$ cat config.mk
export PLATFORM = sky130hd
export DESIGN_NAME = uart_rx_frame_flat
export DESIGN_NICKNAME = d
export VERILOG_FILES = /design/src/rtl/uart_pkg.sv /design/src/rtl/uart_rx_frame_if.sv /design/src/rtl/sync_2ff.sv /design/src/rtl/uart_rx_frame.sv /design/src/flat_wrapper.sv
export SDC_FILE = /design/constraint.sdc
export NUM_CORES = 1
export LEC_CHECK = 0
export CAP_MARGIN = 10
export CORE_ASPECT_RATIO = 0.7
export CORE_MARGIN = 4
export CORE_UTILIZATION = 55
export CTS_BUF_LIST = sky130_fd_sc_hd__clkbuf_16
export DETAILED_ROUTE_END_ITERATION = 16
export PLACE_DENSITY = 0.76
export SLEW_MARGIN = 40
export SYNTH_ARGS = -nofsm -noshare
export SYNTH_HDL_FRONTEND = slang
export SYNTH_HIERARCHICAL = 1
export SYNTH_SLANG_ARGS = --single-unit
$ cat constraint.sdc
create_clock -name clk -period 3 [get_ports clk]
set_clock_uncertainty 0.15 [all_clocks]
set_input_delay 0.6 -clock clk [delete_from_list [all_inputs] [get_ports clk]]
set_output_delay 0.6 -clock clk [all_outputs]
set_load 0.01 [all_outputs]
$ cat src/rtl/uart_pkg.sv
// Constants shared between the UART receiver and transmitter: frame width, FSM encodings, bit timing.
// Pure definitions, no logic, no latency.
package uart_pkg;

    localparam int FRAME_BITS = 8;

    localparam logic [2:0] S_IDLE    = 3'd0;
    localparam logic [2:0] S_START   = 3'd1;
    localparam logic [2:0] S_DATA    = 3'd2;
    localparam logic [2:0] S_STOP    = 3'd3;
    localparam logic [2:0] S_WAIT_HI = 3'd4;

    function automatic int clks_per_bit(input int clk_hz, input int baud);
        return clk_hz / baud;
    endfunction

endpackage

$ cat src/rtl/uart_rx_frame_if.sv
// Receive-side bundle: serial line in, byte plus one-cycle strobes out.
// master = receiver; slave = whoever drives the line and consumes bytes.
interface uart_rx_frame_if;
    logic       uart_rxd;
    logic [7:0] rx_data;
    logic       rx_valid;
    logic       rx_frame_err;
    logic       rx_busy;

    modport master (
        input  uart_rxd,
        output rx_data, rx_valid, rx_frame_err, rx_busy
    );

    modport slave (
        output uart_rxd,
        input  rx_data, rx_valid, rx_frame_err, rx_busy
    );
endinterface

$ cat src/rtl/sync_2ff.sv
// Two-flop synchroniser for an asynchronous single-bit input; reset value is a parameter.
// Latency 2 cycles; no backpressure.
module sync_2ff #(
    parameter logic RST_VAL = 1'b1
) (
    input  logic clk,
    input  logic reset_n,
    input  logic d,
    output logic q
);
    logic meta;

    always_ff @(posedge clk or negedge reset_n) begin
        if (!reset_n) begin
            meta <= RST_VAL;
            q    <= RST_VAL;
        end else begin
            meta <= d;
            q    <= meta;
        end
    end
endmodule

$ cat src/rtl/uart_rx_frame.sv
// 8N1 UART receiver: mid-bit sampling, byte with one-cycle valid strobe, framing-error strobe.
// rx_valid ~2 + CLKS_PER_BIT/2 + 9*CLKS_PER_BIT cycles after the start edge; no backpressure.
module uart_rx_frame
    import uart_pkg::*;
#(
    parameter int CLK_HZ = 10_000_000,
    parameter int BAUD   = 9600
) (
    input  logic          clk,
    input  logic          reset_n,
    uart_rx_frame_if.master rx
);
    localparam int CLKS_PER_BIT = clks_per_bit(CLK_HZ, BAUD);
    localparam int CNT_W        = $clog2(CLKS_PER_BIT);
    localparam int IDX_W        = $clog2(FRAME_BITS);
    localparam logic [CNT_W-1:0] HALF_M1 = CNT_W'(CLKS_PER_BIT / 2 - 1);
    localparam logic [CNT_W-1:0] FULL_M1 = CNT_W'(CLKS_PER_BIT - 1);
    localparam logic [IDX_W-1:0] LAST_IDX = IDX_W'(FRAME_BITS - 1);

    logic                  rxd_s;
    logic [2:0]            state;
    logic [CNT_W-1:0]      clk_cnt;
    logic [IDX_W-1:0]      bit_idx;
    logic [FRAME_BITS-1:0] shift;
    logic [7:0]            data_q;
    logic                  valid_q;
    logic                  err_q;

    sync_2ff #(.RST_VAL(1'b1)) u_sync (
        .clk     (clk),
        .reset_n (reset_n),
        .d       (rx.uart_rxd),
        .q       (rxd_s)
    );

    always_ff @(posedge clk or negedge reset_n) begin
        if (!reset_n) begin
            state   <= S_IDLE;
            clk_cnt <= '0;
            bit_idx <= '0;
            shift   <= '0;
            data_q  <= 8'h00;
            valid_q <= 1'b0;
            err_q   <= 1'b0;
        end else begin
            valid_q <= 1'b0;
            err_q   <= 1'b0;
            case (state)
                S_IDLE: begin
                    if (!rxd_s) begin
                        state   <= S_START;
                        clk_cnt <= '0;
                    end
                end
                // Re-check the line mid start bit so short low glitches are dropped silently.
                S_START: begin
                    if (clk_cnt == HALF_M1) begin
                        clk_cnt <= '0;
                        bit_idx <= '0;
                        state   <= rxd_s ? S_IDLE : S_DATA;
                    end else begin
                        clk_cnt <= clk_cnt + CNT_W'(1);
                    end
                end
                S_DATA: begin
                    if (clk_cnt == FULL_M1) begin
                        clk_cnt <= '0;
                        shift   <= {rxd_s, shift[FRAME_BITS-1:1]};
                        if (bit_idx == LAST_IDX)
                            state <= S_STOP;
                        else
                            bit_idx <= bit_idx + IDX_W'(1);
                    end else begin
                        clk_cnt <= clk_cnt + CNT_W'(1);
                    end
                end
                S_STOP: begin
                    if (clk_cnt == FULL_M1) begin
                        clk_cnt <= '0;
                        if (rxd_s) begin
                            data_q  <= shift;
                            valid_q <= 1'b1;
                            state   <= S_IDLE;
                        end else begin
                            err_q <= 1'b1;
                            state <= S_WAIT_HI;
                        end
                    end else begin
                        clk_cnt <= clk_cnt + CNT_W'(1);
                    end
                end
                // A low stop bit may be a break; wait for the line to recover before re-arming.
                S_WAIT_HI: begin
                    if (rxd_s)
                        state <= S_IDLE;
                end
                default: state <= S_IDLE;
            endcase
        end
    end

    assign rx.rx_data      = data_q;
    assign rx.rx_valid     = valid_q;
    assign rx.rx_frame_err = err_q;
    assign rx.rx_busy      = (state != S_IDLE);

endmodule

$ cat src/flat_wrapper.sv
// flat-port wrapper written by rule: the top's interface ports become plain ports
module uart_rx_frame_flat import uart_pkg::*;
#(
    parameter int CLK_HZ = 10_000_000,
    parameter int BAUD   = 9600
)
  (clk, reset_n, rx_uart_rxd, rx_rx_data, rx_rx_valid, rx_rx_frame_err, rx_rx_busy);
  uart_rx_frame_if rx_i ();
  input  logic clk;
  input  logic reset_n;
  input wire logic [$bits(rx_i.uart_rxd)-1:0] rx_uart_rxd;
  output wire logic [$bits(rx_i.rx_data)-1:0] rx_rx_data;
  output wire logic [$bits(rx_i.rx_valid)-1:0] rx_rx_valid;
  output wire logic [$bits(rx_i.rx_frame_err)-1:0] rx_rx_frame_err;
  output wire logic [$bits(rx_i.rx_busy)-1:0] rx_rx_busy;
  assign rx_i.uart_rxd = rx_uart_rxd;
  assign rx_rx_data = rx_i.rx_data;
  assign rx_rx_valid = rx_i.rx_valid;
  assign rx_rx_frame_err = rx_i.rx_frame_err;
  assign rx_rx_busy = rx_i.rx_busy;
  uart_rx_frame #(.CLK_HZ(CLK_HZ), .BAUD(BAUD)) u_core (.clk(clk), .reset_n(reset_n), .rx(rx_i));
endmodule
gates.png
Bar = 20 um.
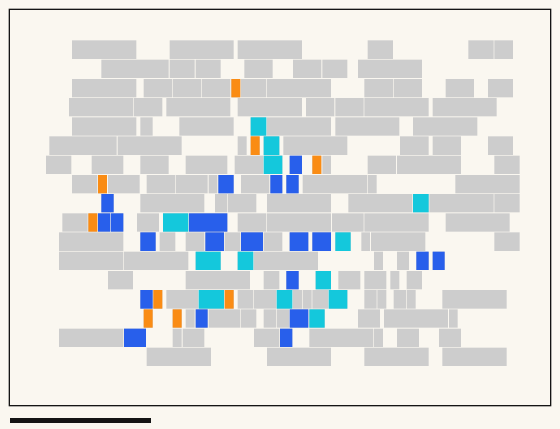
| colour | family | cells | most used |
|---|---|---|---|
| cyan | and/or cells | 13 | or3_1 |
| blue | aoi and oai cells | 21 | o21ai_0 |
| orange | inv cells | 9 | inv_1 |
Comb area share: 38.6%
non-filler instance count after layout: 208
most common logic cell in the routed design: dfrtp_1

ff_map.png
Other sequential cells in the stronger grey, the rest of the logic in the fainter grey.
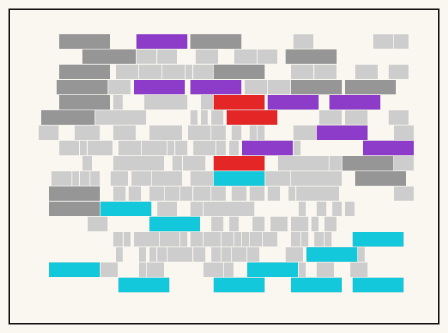
| colour | netlist name | sequential cells |
|---|---|---|
| purple | u_core/rx.rx_data | 8 |
| red | u_core/state | 3 |
| cyan | u_core/clk_cnt | 11 |
not coloured: 15
Layout Utilization: 67.1%
Sequential Power: 0.503 mW
FF+latch area: 928 um^2

==> out/metrics.yaml <==
ys_seq_share_pct: 51.4
ys_cells: 153
hold_viol_final: 0
drt_first_pass_iters: 4
ys_area_mm2: 0.00181
ys_async_sr_fraction_pct: 100
io_buffers: 13
dominantRegCellSynth: "dfrtp_1"
core_mm2: 0.00315
clock_buffer_count: 5
ys_sh_simple_pct: 19.5
numSynthFlops: 37
synthCells: 153
cts_root_buf: "clkbuf_16"
gr-usage-met1_pct: 24.1
avgSynthCellArea_um2: 11.8
dominant-cell-class: "registers"
rsz0062_at_grt: "false"
antenna_found_initial: 0
first_iter_violations: 83
fillers: 229
cts_made_buffers: 5
edf_count: 0
ys_sh_adder_pct: 2.77
ys_sh_mux_pct: 12.3
fmax_mhz: 394
seq_area_share_pct: 44.0
gp_congestion: 0.813
pin_count: 14
via_count: 1212
cts_buffer_depth: 2
topCombFamilyByArea: "simple AND/OR/NAND/NOR gates"
signal_buffers: 15
critPathCaptureType: "flop"
leakagePower_nw: 0.920
area_growth_pct: 17.0
die_h_um: 55.9
n_tap_cell: 38
fin_crit_sh_pct: 84.6
post_drt_wl_per_cell_um: 16.2
diodes: 0
crit_fanout: 8
fin_tns_setup_ns: 0
grt_pass1_wl_mm: 5.79
hpwlAfterDp_mm: 2.39
wl_met2_mm: 1.51
die_x_um: 76.5
lay_top_cells: "35 x dfrtp_1, 17 x mux2_2, 13 x clkdlybuf4s50_1"
wl_met3_um: 128
bufAreaShareNonClock_pct: 6.87
status: "completed"
grt_util_met3_pct: 5.34
wl_met1_mm: 1.70
slew_headroom_pct: 61.6
logic_gate_count: 101
cts_tree: "built"
yosysTopAreaCell: "dfrtp_1"
grt_usage_pct: 17.2
period_minus_slack_ns: 2.54
drc_errors: 0
hp-class: "flop to flop"
grt_overflow: 0
yosys_warnings: 6
nNetsFinal: 176
grt_busiest_layer: "met2"
yosys-top-cells-count: "35 x dfrtp_1, 17 x mux2_2, 9 x inv_1, 9 x nor2_1, 7 x o21ai_0"
xor_share_pct: 2.43
vdd_drop_max_mv: 0.302
clock_cell_area_share_pct: 6.75
clkTransAtPathRegs_ns: 0.05
flops: 37
postCtsSetupRepairBufs: 0
num_rows: 17
initial_core_util_pct: 57.4
clock_sinks: 37
synthTopCellsByArea: "dfrtp_1 49%, mux2_2 11%, dfstp_2 2.9%, ha_1 2.8%, xnor2_1 2.4%"
htreeDepth: 2
synth_top_area_share_pct: 48.5
synth_nets: 160
critPathArrivalTime_ns: 2.54
netlist_area_mm2: 0.00181
max_slew.worst_pin.slew_ns: 0.572
die-area_mm2: 0.00428
grt_pass1_vias: 1178
inv_count: 9
clock_latency_ns: 0.27
critPathLaunchType: "flop"
synth_cell_type_count: 42
hold_buffers: 0
top_cell: "dfrtp_1"
antenna_left: 0
grt_use_met2_pct: 25.5
setup_viol: 0
cellPowerDensity_mw_per_mm2: 478
routed_wl_mm: 3.37
cts_resized: 0
warnings: 27
grt_max_degree: 38
critPathRequiredTime_ns: 3.00
aoi_share_pct: 8.11
cap_violations: 0
highest_layer: "met4"
viasPerCell: 5.83
drive_gt1_share_pct: 22.4
crit_type: "flop to flop"
comb_area_um2: 815
drv_slew: 0
stage by stage:
step	instances	setup slack [ns]	hold WS, ns	cell area, um^2	power, mW
final	208	0.462	0.208	2110	1.01
after global routing	208	0.318	0.213	2110	1.05
after CTS	208	0.472	0.210	2110	1.02
after detailed placement	200	0.477	0.203	1970	0.527
after global placement	200	0.565	0.197	1970	0.526
after floorplan	153	0.927	0.154	1810	0.513
power by group:
part | switching (mW) | internal, mW
logic | 0.0104 | 0.00384
clock network | 0.187 | 0.304
registers | 0.00160 | 0.502
sequential cells by signal, summed over array words and instances (netlist names), 3 cells and up:
name / flops
u_core/shift: 8
u_core/state: 3
u_core/bit_idx: 3
u_core/rx.rx_data: 8
u_core/clk_cnt: 11
critical path: stages (launching register included):
cell and delay, ns:
dfrtp_1 0.42, inv_1 0.11, ha_1 0.14, and4b_1 0.23, nand4bb_1 0.39, nor4_4 0.57, mux2_2 0.40
cell families after synthesis:
logic type	after synthesis
simple gates	50
flops	37
compound gates	22
mux	20
buf+inv	15
xor+xnor	5
fa+ha+maj	4
worst paths after layout:
| kind | slack, ns | endpoint | depth (start not counted) | startpoint |
|---|---|---|---|---|
| setup / recovery | 0.46 | u_core/rx.rx_data[7] | 6 | u_core/clk_cnt[0] |
| hold / removal | 0.21 | u_core/u_sync/q | 0 | u_core/u_sync/meta |
| setup reg to reg | 0.46 | u_core/rx.rx_data[7] | 6 | u_core/clk_cnt[0] |
| hold reg to reg | 0.21 | u_core/u_sync/q | 0 | u_core/u_sync/meta |
| max in group asynchronous | 1.76 | u_core/u_sync/meta | 2 | reset_n |
| min in group asynchronous | 0.59 | u_core/shift[2] | 2 | reset_n |
No activity file was given, so power comes from the tool's default toggle rates.
